Run 1, met1 routing:
Scale bar: 50 µm.
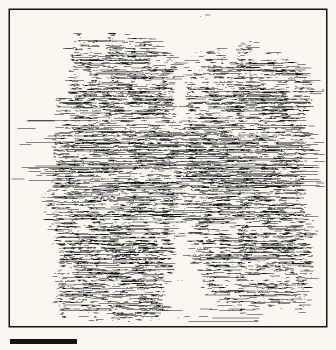
Run 1, routing congestion map:
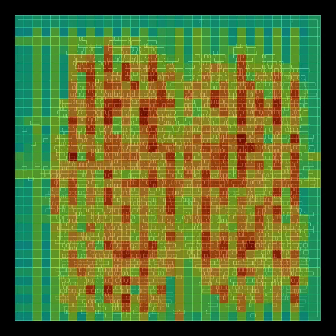
Run 1, met2 routing:
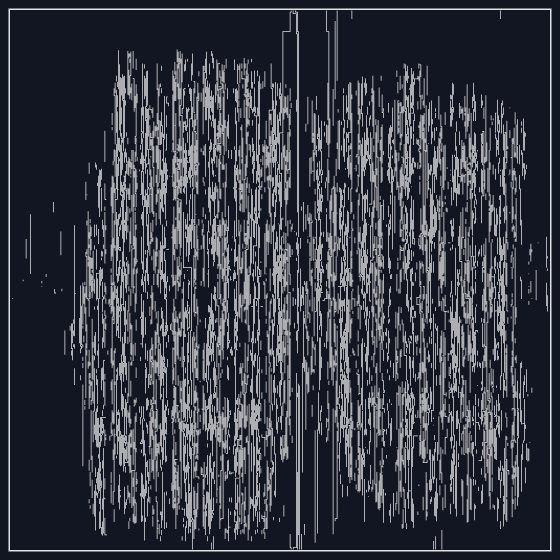
===== src/rtl/multi_tick_gen.sv =====
// multi_tick_gen: NUM_CH independent tick generators. Each channel has a
// runtime-programmable period and a periodic/one-shot mode. Each channel emits
// registered one-cycle tick pulses for pacing timed FSMs.
// Optional feature macro: TICK_CNT_EN adds a 16-bit per-channel tick counter
// output (tick_cnt).
//
// Config handshake: cfg_we is a single-cycle strobe with no ready. A write is
// always accepted on the edge where cfg_we is sampled high. A valid cfg_ch
// updates that channel's shadow period/mode. An invalid cfg_ch changes nothing
// and raises cfg_err for exactly the following cycle.
module multi_tick_gen #(
    parameter int unsigned CLK_HZ     = 100_000_000,
    parameter int unsigned NUM_CH     = 4,
    parameter int unsigned CNT_W      = 27,
    parameter int unsigned DEF_PERIOD = CLK_HZ / 15,
    localparam int unsigned CH_W      = (NUM_CH > 1) ? $clog2(NUM_CH) : 1
) (
    input  logic              clk,
    input  logic              rst,
    input  logic [NUM_CH-1:0] en,
    input  logic              cfg_we,
    input  logic [CH_W-1:0]   cfg_ch,
    input  logic [CNT_W-1:0]  cfg_period,
    input  logic              cfg_oneshot,
    output logic              cfg_err,
    output logic [NUM_CH-1:0] tick,
    output logic [NUM_CH-1:0] busy
`ifdef TICK_CNT_EN
    ,
    output logic [NUM_CH*16-1:0] tick_cnt
`endif
);

    typedef enum logic [1:0] {
        ST_IDLE = 2'd0,
        ST_RUN  = 2'd1,
        ST_DONE = 2'd2
    } ch_state_t;

    localparam logic [CNT_W-1:0] DEF_P = CNT_W'(DEF_PERIOD);

    // Zero-extended channel select so the range check never truncates NUM_CH.
    logic [CH_W:0] cfg_ch_x;
    logic          cfg_valid;

    assign cfg_ch_x  = {1'b0, cfg_ch};
    assign cfg_valid = (cfg_ch_x < (CH_W+1)'(NUM_CH));

    // Flag a write to a channel that does not exist for one cycle.
    always_ff @(posedge clk) begin
        if (rst) begin
            cfg_err <= 1'b0;
        end else begin
            cfg_err <= cfg_we && !cfg_valid;
        end
    end

    for (genvar i = 0; i < NUM_CH; i++) begin : g_ch
        ch_state_t        state_q;
        logic [CNT_W-1:0] cnt_q;
        logic [CNT_W-1:0] per_q;
        logic [CNT_W-1:0] shd_per_q;
        logic             os_q;
        logic             shd_os_q;
        logic             tick_q;
        logic             busy_q;
        logic             wr;
        logic             wrap;
        logic             tick_set;

        assign wr       = cfg_we && (cfg_ch_x == (CH_W+1)'(i));
        // The last count of a period is P-1. This avoids any overflow path.
        assign wrap     = (cnt_q == per_q - CNT_W'(1));
        assign tick_set = en[i] && (state_q == ST_RUN) && wrap;

        // Per-channel FSM (IDLE -> RUN -> DONE) with a shadowed period/mode.
        always_ff @(posedge clk) begin
            if (rst) begin
                state_q   <= ST_IDLE;
                cnt_q     <= '0;
                per_q     <= DEF_P;
                shd_per_q <= DEF_P;
                os_q      <= 1'b0;
                shd_os_q  <= 1'b0;
                tick_q    <= 1'b0;
                busy_q    <= 1'b0;
            end else begin
                tick_q <= 1'b0;
                if (wr) begin
                    shd_per_q <= cfg_period;
                    shd_os_q  <= cfg_oneshot;
                end
                if (!en[i]) begin
                    // Disabling a channel wins over a coinciding wrap.
                    // A pending shadow value becomes active immediately.
                    state_q <= ST_IDLE;
                    cnt_q   <= '0;
                    busy_q  <= 1'b0;
                    per_q   <= wr ? cfg_period  : shd_per_q;
                    os_q    <= wr ? cfg_oneshot : shd_os_q;
                end else begin
                    case (state_q)
                        ST_IDLE: begin
                            if (wr) begin
                                per_q <= cfg_period;
                                os_q  <= cfg_oneshot;
                            end
                            if (per_q != '0) begin
                                state_q <= ST_RUN;
                                cnt_q   <= '0;
                                busy_q  <= 1'b1;
                            end
                        end
                        ST_RUN: begin
                            if (wrap) begin
                                // The shadow is read before this edge's write,
                                // so a write landing on a tick edge waits one period.
                                tick_q <= 1'b1;
                                cnt_q  <= '0;
                                per_q  <= shd_per_q;
                                os_q   <= shd_os_q;
                                if (os_q) begin
                                    state_q <= ST_DONE;
                                    busy_q  <= 1'b0;
                                end else if (shd_per_q == '0) begin
                                    state_q <= ST_IDLE;
                                    busy_q  <= 1'b0;
                                end
                            end else begin
                                cnt_q <= cnt_q + CNT_W'(1);
                            end
                        end
                        ST_DONE: begin
                            if (wr) begin
                                per_q <= cfg_period;
                                os_q  <= cfg_oneshot;
                            end
                        end
                        default: begin
                            state_q <= ST_IDLE;
                            cnt_q   <= '0;
                            busy_q  <= 1'b0;
                        end
                    endcase
                end
            end
        end

        assign tick[i] = tick_q;
        assign busy[i] = busy_q;

`ifdef TICK_CNT_EN
        logic [15:0] tcnt_q;

        // Count issued ticks. A valid config write to this channel restarts the count.
        always_ff @(posedge clk) begin
            if (rst || wr) begin
                tcnt_q <= '0;
            end else if (tick_set) begin
                tcnt_q <= tcnt_q + 16'd1;
            end
        end

        assign tick_cnt[i*16 +: 16] = tcnt_q;
`else
        // The tick-raise condition is only consumed by the optional counter.
        logic unused_tick_set;
        assign unused_tick_set = tick_set;
`endif
    end

endmodule

===== config.mk =====
export PLATFORM = sky130hd
export DESIGN_NAME = multi_tick_gen
export DESIGN_NICKNAME = d
export VERILOG_FILES = /design/src/rtl/multi_tick_gen.sv
export SDC_FILE = /design/constraint.sdc
export NUM_CORES = 1
export LEC_CHECK = 0
export CAP_MARGIN = 25
export CELL_PAD_IN_SITES_DETAIL_PLACEMENT = 1
export CELL_PAD_IN_SITES_GLOBAL_PLACEMENT = 1
export CORE_MARGIN = 2
export CORE_UTILIZATION = 35
export CTS_CLUSTER_SIZE = 30
export DETAILED_ROUTE_END_ITERATION = 10
export GPL_ROUTABILITY_DRIVEN = 0
export PLACE_DENSITY = 0.75
export SETUP_SLACK_MARGIN = 0.02
export SYNTH_ARGS = -nofsm -noshare
export SYNTH_HDL_FRONTEND = slang
export SYNTH_SLANG_ARGS = --single-unit

===== constraint.sdc =====
create_clock -name clk -period 3.8 [get_ports clk]
set_input_delay 0.38 -clock clk [delete_from_list [all_inputs] [get_ports clk]]
set_output_delay 0.38 -clock clk [all_outputs]
set_load 0.02 [all_outputs]

==> flow_metrics.tcl, run 1 <==
# implementation run metrics
set metrics [dict create \
    status "finished clean" \
    layout.clock_buffers 53 \
    cts.htree.levels 2 \
    end_kind "flip-flop" \
    cp-start-kind "flip-flop" \
    dieWidth_um 237 \
    setup_total_negative_slack_ns 0 \
    biggest_area_class "logic gates" \
    met3_usage 0.0321 \
    critPathLaunch "g_ch[0].per_q[4]" \
    synth-warning-count 0 \
    timing.critical_path.to "g_ch[0].per_q[3]" \
    crit_chain "or4_1, or4_1, o21ai_0, and2_1, o221ai_1, or4b_4, o21ai_4, buf_4, clkbuf_16, a31oi_1" \
    synth-area-yosys_mm2 0.0190 \
    syn-instance-count 2360 \
    crit_required_ns 4.19 \
    route.met2.wl_mm 30.2 \
    met3WireLength_mm 2.84 \
    synth_register_bits 344 \
    n_multi_input_combinational_cell 1808 \
    max_stage_delay_ns 0.70 \
    cts-buffers-inserted 40 \
    worst-path-max-fanout 28 \
    final.signal_buffer_count 139 \
    ff2ff_path_depth 10 \
    grt_antenna_before_repair 1 \
    timing.final.setup_violations 0 \
    area.share.combinational 0.520 \
    synth_top_flop_cell "sky130_fd_sc_hd__dfxtp_1" \
    netlist-cell-type-count 86 \
    clockNetworkAreaShare 0.0608 \
    detailedRoute.firstPassIterationCount 5 \
    power_density_mw_per_mm2 406 \
    synth_async_sr_flop_share 0 \
    finalWorstPathRequiredPeriod_ns 3.70 \
    highest_layer "met4" \
    detail-route-antenna-nets 0 \
    detailed_place_hpwl_mm 43.5 \
    syn-cell-area_mm2 0.0190 \
    cts-root-to-sink-buffers 3 \
    average_cell_area_after_synthesis_um2 8.07 \
    timing_max_transition_violations_final 0 \
    fin_crit_sh 0.975 \
    area.growth.synth_to_final_pct 15.2 \
    seq_area_frac_synth 0.362 \
    layout.nonclk_buf_frac 0.0605 \
]
Back to the opening pictures, 'met1 routing':
wire length on this layer: 27.8 mm
main direction: horizontal
longest straight run: 62.6 µm
share of all routed wire: 45%
nets with wire on the layer: 2268
total vias in the final route: 17.7k
total routed wirelength: 61.9 mm
met1 Use GR: 0.281

Back to the opening pictures, 'routing congestion map':
met2 usage in global routing: 0.366
aggregate global-route resource usage: 0.214
GRT Max-Usage Layer: met2
routed len/inst: 20.1 µm
final core utilization: 0.407

Back to the opening pictures, 'met2 routing':
nets with wire on the layer: 2148
longest straight run: 90.2 µm
main direction: vertical

run 1: cells by family after synthesis:
kind of cell               synth area share
adders and majority gates           0.00526
and+or+nand+nor                       0.279
xor gates and xnor gates             0.0869
AOI/OAI and AO/OA                     0.140
DFF                                   0.362
buffers and inverters                0.0483
other                              0.000197
muxes                                0.0781
run 1: state kept, by name, indices dropped and copies added (netlist names):
signal          flops
g_ch.tick_q         4
g_ch.shd_per_q    108
g_ch.os_q           4
g_ch.shd_os_q       4
g_ch.cnt_q        108
g_ch.per_q        108
g_ch.state_q        8
run 1: how the worst min path moves through the flow:
stage	startpoint	to	slack, ns
floorplan	g_ch[0].shd_os_q	g_ch[0].shd_os_q	0.44
global placement	g_ch[3].shd_os_q	g_ch[3].shd_os_q	0.44
detailed placement	g_ch[1].shd_os_q	g_ch[1].shd_os_q	0.46
CTS	rst	g_ch[2].per_q[17]	0.18
global route	rst	g_ch[2].per_q[17]	0.22
finish	rst	g_ch[2].per_q[17]	0.21
run 1: where the power goes:
| part | leakage (µW) | switching, µW | internal [µW] |
|---|---|---|---|
| combinational | 0.00436 | 573 | 421 |
| clock | 0.000649 | 1640 | 2370 |
| sequential | 0.00281 | 167 | 3740 |
run 1: metrics by stage:
stage	power, µW	setup slack, ns	cells	instance area, µm²
after floorplan	4600	0.261	2360	19000
final	8910	0.0952	3084	21900
after detailed placement	4940	-0.00882	3000	20300
after CTS	8960	0.0563	3072	21700
after global routing	9230	0.0160	3084	21900
after global placement	4890	0.120	3000	20300
run 1: what timing repair did:
| item | 4_1_cts | 5_1_grt |
|---|---|---|
| resized | 0 | 16 |
| setup buffers | 1 | 6 |
| hold buffers | 0 | 0 |
| endpoints found under the hold margin | 0 | 0 |
| endpoints found under the setup margin | 26 | 96 |
| cloned | 1 | 2 |
| pin swaps | 2 | 4 |
Run 1, M4 wires:
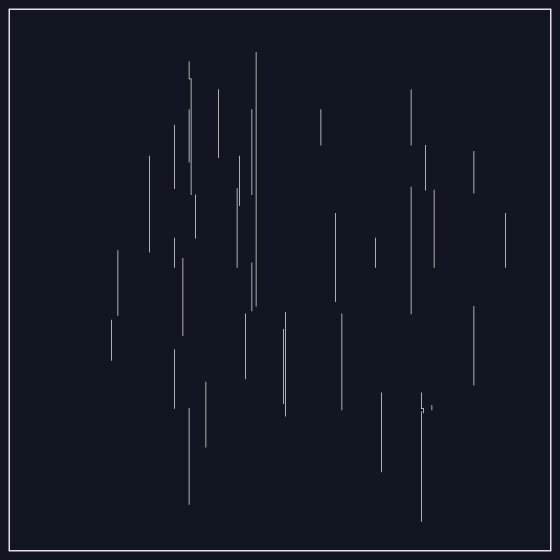

==> inputs of run 2 (changes only) <==
Settings changed: CORE_UTILIZATION 35 to 43, PLACE_DENSITY 0.75 to 0.87.
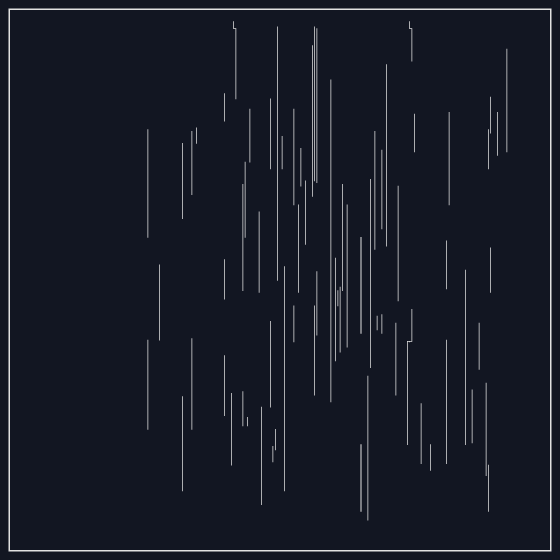
Run 2: M4 wires
nets with wire on the layer: 55
wire length on this layer: 2410 µm
main direction: vertical
total routed wirelength: 63.5 mm
total vias in the final route: 18.1k

==> run 2 against run 1 <==
Net effect:
- cell count fell by 3.7%
- critical path depth increased by 3
- area after synthesis is the same
- global-route usage rose by 4.7 points
- wire length up 2.6%
- synthesized cell count did not move
- largest power group unchanged
- worst hold slack lost 0.058 ns
- critical endpoint is now g_ch[2].per_q[13]
==> flow_metrics.tcl, run 2 <==
# implementation run metrics
set metrics [dict create \
    status "finished clean" \
    grt_antenna_before_repair 0 \
    grt_util_all_layers 0.261 \
    area.growth.synth_to_final_pct 14.2 \
    final_design_instance_area_without_fill_mm2 0.0217 \
    finalWorstPathRequiredPeriod_ns 3.77 \
    placed_cells 2886 \
    post_synth_xor_area_fraction 0.0869 \
    synth_register_bits 344 \
    fin_crit_sh 0.993 \
    timing.critical_path.to "g_ch[2].per_q[13]" \
    ys_sh_mux 0.0781 \
    fin_util 0.495 \
    place_worst_setup_slack_ns 0.0229 \
    critPathLaunch "g_ch[2].per_q[1]" \
    netlist-cell-type-count 86 \
    cts_hold_repair.buffers 0 \
    post_synth_and_or_nand_nor_area_fraction 0.279 \
    ys_top_logic_family "simple AND/OR/NAND/NOR gates" \
    biggestRegsByFlops "g_ch.cnt_q (108), g_ch.per_q (108), g_ch.shd_per_q (108)" \
    hold_worst_path_end "g_ch[2].per_q[4]" \
    syn-instance-count 2360 \
    cts.htree.levels 2 \
    hold_path.startpoint "rst" \
    final_critical_path_setup_slack_ns 0.0257 \
    post_cts.resized_instances 1 \
    cp-start-kind "flip-flop" \
    cts-buffers-inserted 40 \
    crit_required_ns 4.23 \
    power_density_mw_per_mm2 408 \
    ys_sh_aoi 0.140 \
    timing.final.setup_violations 0 \
    synth_top_flop_cell "sky130_fd_sc_hd__dfxtp_1" \
    syn-cell-area_mm2 0.0190 \
    finish.cell_count_without_fillers 2970 \
    seq_area_frac_synth 0.362 \
    detailedRoute.firstPassIterationCount 5 \
    cts.repair_timing.setup_buffer_count 1 \
    cts-root-to-sink-buffers 3 \
    detailed_place.area_mm2 0.0201 \
    worst-path-max-fanout 34 \
    synth-area-yosys_mm2 0.0190 \
]
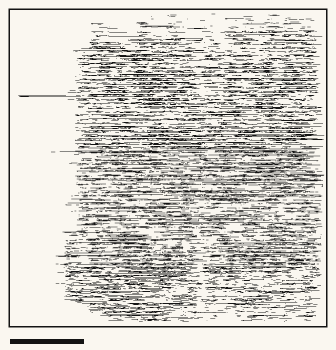
Run 2: met1 routing
Scale bar: 50 µm.
nets with wire on the layer: 2273
longest straight run: 57.3 µm
share of all routed wire: 40%
wire length on this layer: 25.7 mm
met1 Use GR: 0.306

[run 2: cell counts after synthesis]
Identical to the previous run, type by type.
[run 2: kinds of logic after synthesis]
| group | count (synthesis) |
|---|---|
| AOI/OAI and AO/OA | 408 |
| and+or+nand+nor | 1056 |
| adders and majority gates | 8 |
| muxes | 145 |
| DFF | 344 |
| xor gates and xnor gates | 189 |
| buffers and inverters | 209 |
| other | 1 |
[run 2: power by group]
| group | total (µW) | internal (µW) | switching, µW |
|---|---|---|---|
| logic | 996 | 408 | 588 |
| clock network | 3960 | 2300 | 1650 |
| registers | 3910 | 3740 | 173 |
[run 2: layout make-up]
cell class,count,share of cell area
Tap cell,592,0.0341
Sequential cell,344,0.317
Clock inverter,20,0.00794
Inverter,26,0.00449
Timing Repair Buffer,125,0.0563
Multi-Input combinational cell,1809,0.527
Clock buffer,54,0.0536
[run 2: layer usage]
layer  up-vias  routed length (µm)  GRT usage
met1      9021               25700      0.306
met5         -                   0          0
met3       168                3340     0.0411
li1       8384                   -          -
met2       518               32100      0.472
met4         0                2410      0.108
[run 2: critical path: stages (launching register included)]
cell and delay [ns]:
sky130_fd_sc_hd__dfxtp_2 0.35, sky130_fd_sc_hd__inv_1 0.08, sky130_fd_sc_hd__ha_1 0.15, sky130_fd_sc_hd__or4b_4 0.46, sky130_fd_sc_hd__or3_4 0.40, sky130_fd_sc_hd__or4_4 0.52
sky130_fd_sc_hd__a2111oi_4 0.31, sky130_fd_sc_hd__nand4_1 0.21, sky130_fd_sc_hd__nor4_4 0.30, sky130_fd_sc_hd__buf_4 0.18, sky130_fd_sc_hd__a21oi_4 0.11, sky130_fd_sc_hd__buf_12 0.22
sky130_fd_sc_hd__nor3_1 0.30, sky130_fd_sc_hd__a21oi_1 0.07
Run 2, met3 routing:
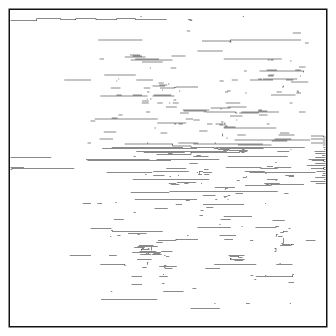

==> inputs of run 3 (changes only) <==
Settings changed: PLACE_DENSITY 0.87 to 0.81.
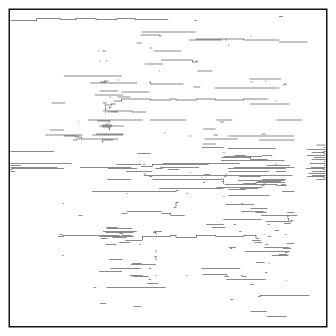
Run 3: met3 routing
main direction: horizontal
share of all routed wire: 5.4%
nets with wire on the layer: 149
total routed wirelength: 61.9 mm
total vias in the final route: 17.8k

==> run 3 against run 2 <==
Net effect:
- combinational power about the same
- sequential power about the same
- synthesized cell count unchanged
- critical path type unchanged
- via count down 1.7%
==> flow_metrics.tcl, run 3 <==
# implementation run metrics
set metrics [dict create \
    cts-buffers-inserted 39 \
    fin_util 0.497 \
    detailed_place.area_mm2 0.0202 \
    highest_layer "met4" \
    timing.final.setup_violations 0 \
    status "finished clean" \
    synth_register_bits 344 \
    syn-instance-count 2360 \
    inv_count 26 \
    synth_top_flop_cell "sky130_fd_sc_hd__dfxtp_1" \
    met3_usage 0.0454 \
    cts_hold_repair.buffers 0 \
    seq_area_frac_synth 0.362 \
    top_usage_layer "met2" \
    seq-cell-share 0.315 \
    n_multi_input_combinational_cell 1807 \
    place_worst_setup_slack_ns -0.0421 \
    grt_antenna_before_repair 0 \
    fin_crit_sh 0.961 \
    cts.htree.levels 2 \
    met3WireLength_mm 3.37 \
    route.met2.wl_mm 29.9 \
    cts-root-to-sink-buffers 3 \
    power_density_mw_per_mm2 404 \
    crit_required_ns 4.28 \
    syn-cell-area_mm2 0.0190 \
    sequential_cell_total 344 \
    biggestRegsByFlops "g_ch.cnt_q (108), g_ch.per_q (108), g_ch.shd_per_q (108)" \
    critPathLaunch "g_ch[0].per_q[10]" \
    area.share.combinational 0.522 \
    area.growth.synth_to_final_pct 14.7 \
    worst-path-max-fanout 14 \
    netlist-cell-type-count 86 \
    placed_cells 2895 \
    synth-area-yosys_mm2 0.0190 \
    detailedRoute.firstPassIterationCount 5 \
    cp-start-kind "flip-flop" \
    final.signal_buffer_count 144 \
    clockNetworkAreaShare 0.0603 \
    finish.cell_count_without_fillers 2985 \
    post_cts.resized_instances 0 \
    layout.clock_buffers 61 \
]
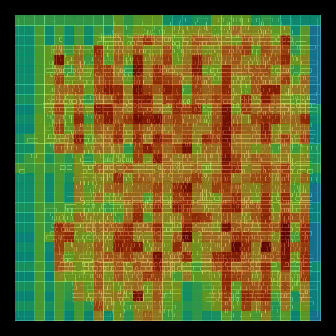
Run 3: routing congestion map
met2 usage in global routing: 0.443
aggregate global-route resource usage: 0.259

## run 3: cell counts after synthesis
Identical to the previous run, type by type.
## run 3: critical path, cell delays in order (launching register included)
cell                        delay [ns]
sky130_fd_sc_hd__dfxtp_1          0.39
sky130_fd_sc_hd__or3_4            0.45
sky130_fd_sc_hd__or4_1            0.58
sky130_fd_sc_hd__buf_4            0.20
sky130_fd_sc_hd__nor3_2           0.18
sky130_fd_sc_hd__xor2_1           0.20
sky130_fd_sc_hd__a311oi_2         0.15
sky130_fd_sc_hd__or4b_1           0.60
sky130_fd_sc_hd__o21ai_4          0.24
sky130_fd_sc_hd__buf_12           0.14
sky130_fd_sc_hd__clkbuf_16        0.16
sky130_fd_sc_hd__nor2_1           0.05
sky130_fd_sc_hd__a211oi_1         0.21
## run 3: cells by family (layout without fill, tap and decap cells)
group / after synthesis / in the layout / synth area share
buffers and inverters: 209 / 242 / 0.0483
xor gates and xnor gates: 189 / 189 / 0.0869
other: 1 / 1 / 0.000197
and+or+nand+nor: 1056 / 1056 / 0.279
DFF: 344 / 344 / 0.362
muxes: 145 / 145 / 0.0781
adders and majority gates: 8 / 8 / 0.00526
AOI/OAI and AO/OA: 408 / 408 / 0.140
## run 3: worst max path at each step
stage	end	slack, ns	cells after the start
after floorplan	g_ch[2].per_q[11]	0.26	12
after global placement	g_ch[2].per_q[25]	0.07	12
after detailed placement	g_ch[2].per_q[3]	-0.04	12
after CTS	g_ch[2].per_q[5]	0.07	12
after global routing	g_ch[3].per_q[18]	0.03	10
final	g_ch[0].per_q[26]	0.15	12
## run 3: where the power goes
group	internal, µW	switching, µW
Sequential	3740	166
Clock	2300	1620
Combinational	425	584
Total	6460	2370
Power figures rest on the tool's default switching activity, not on a simulated workload.
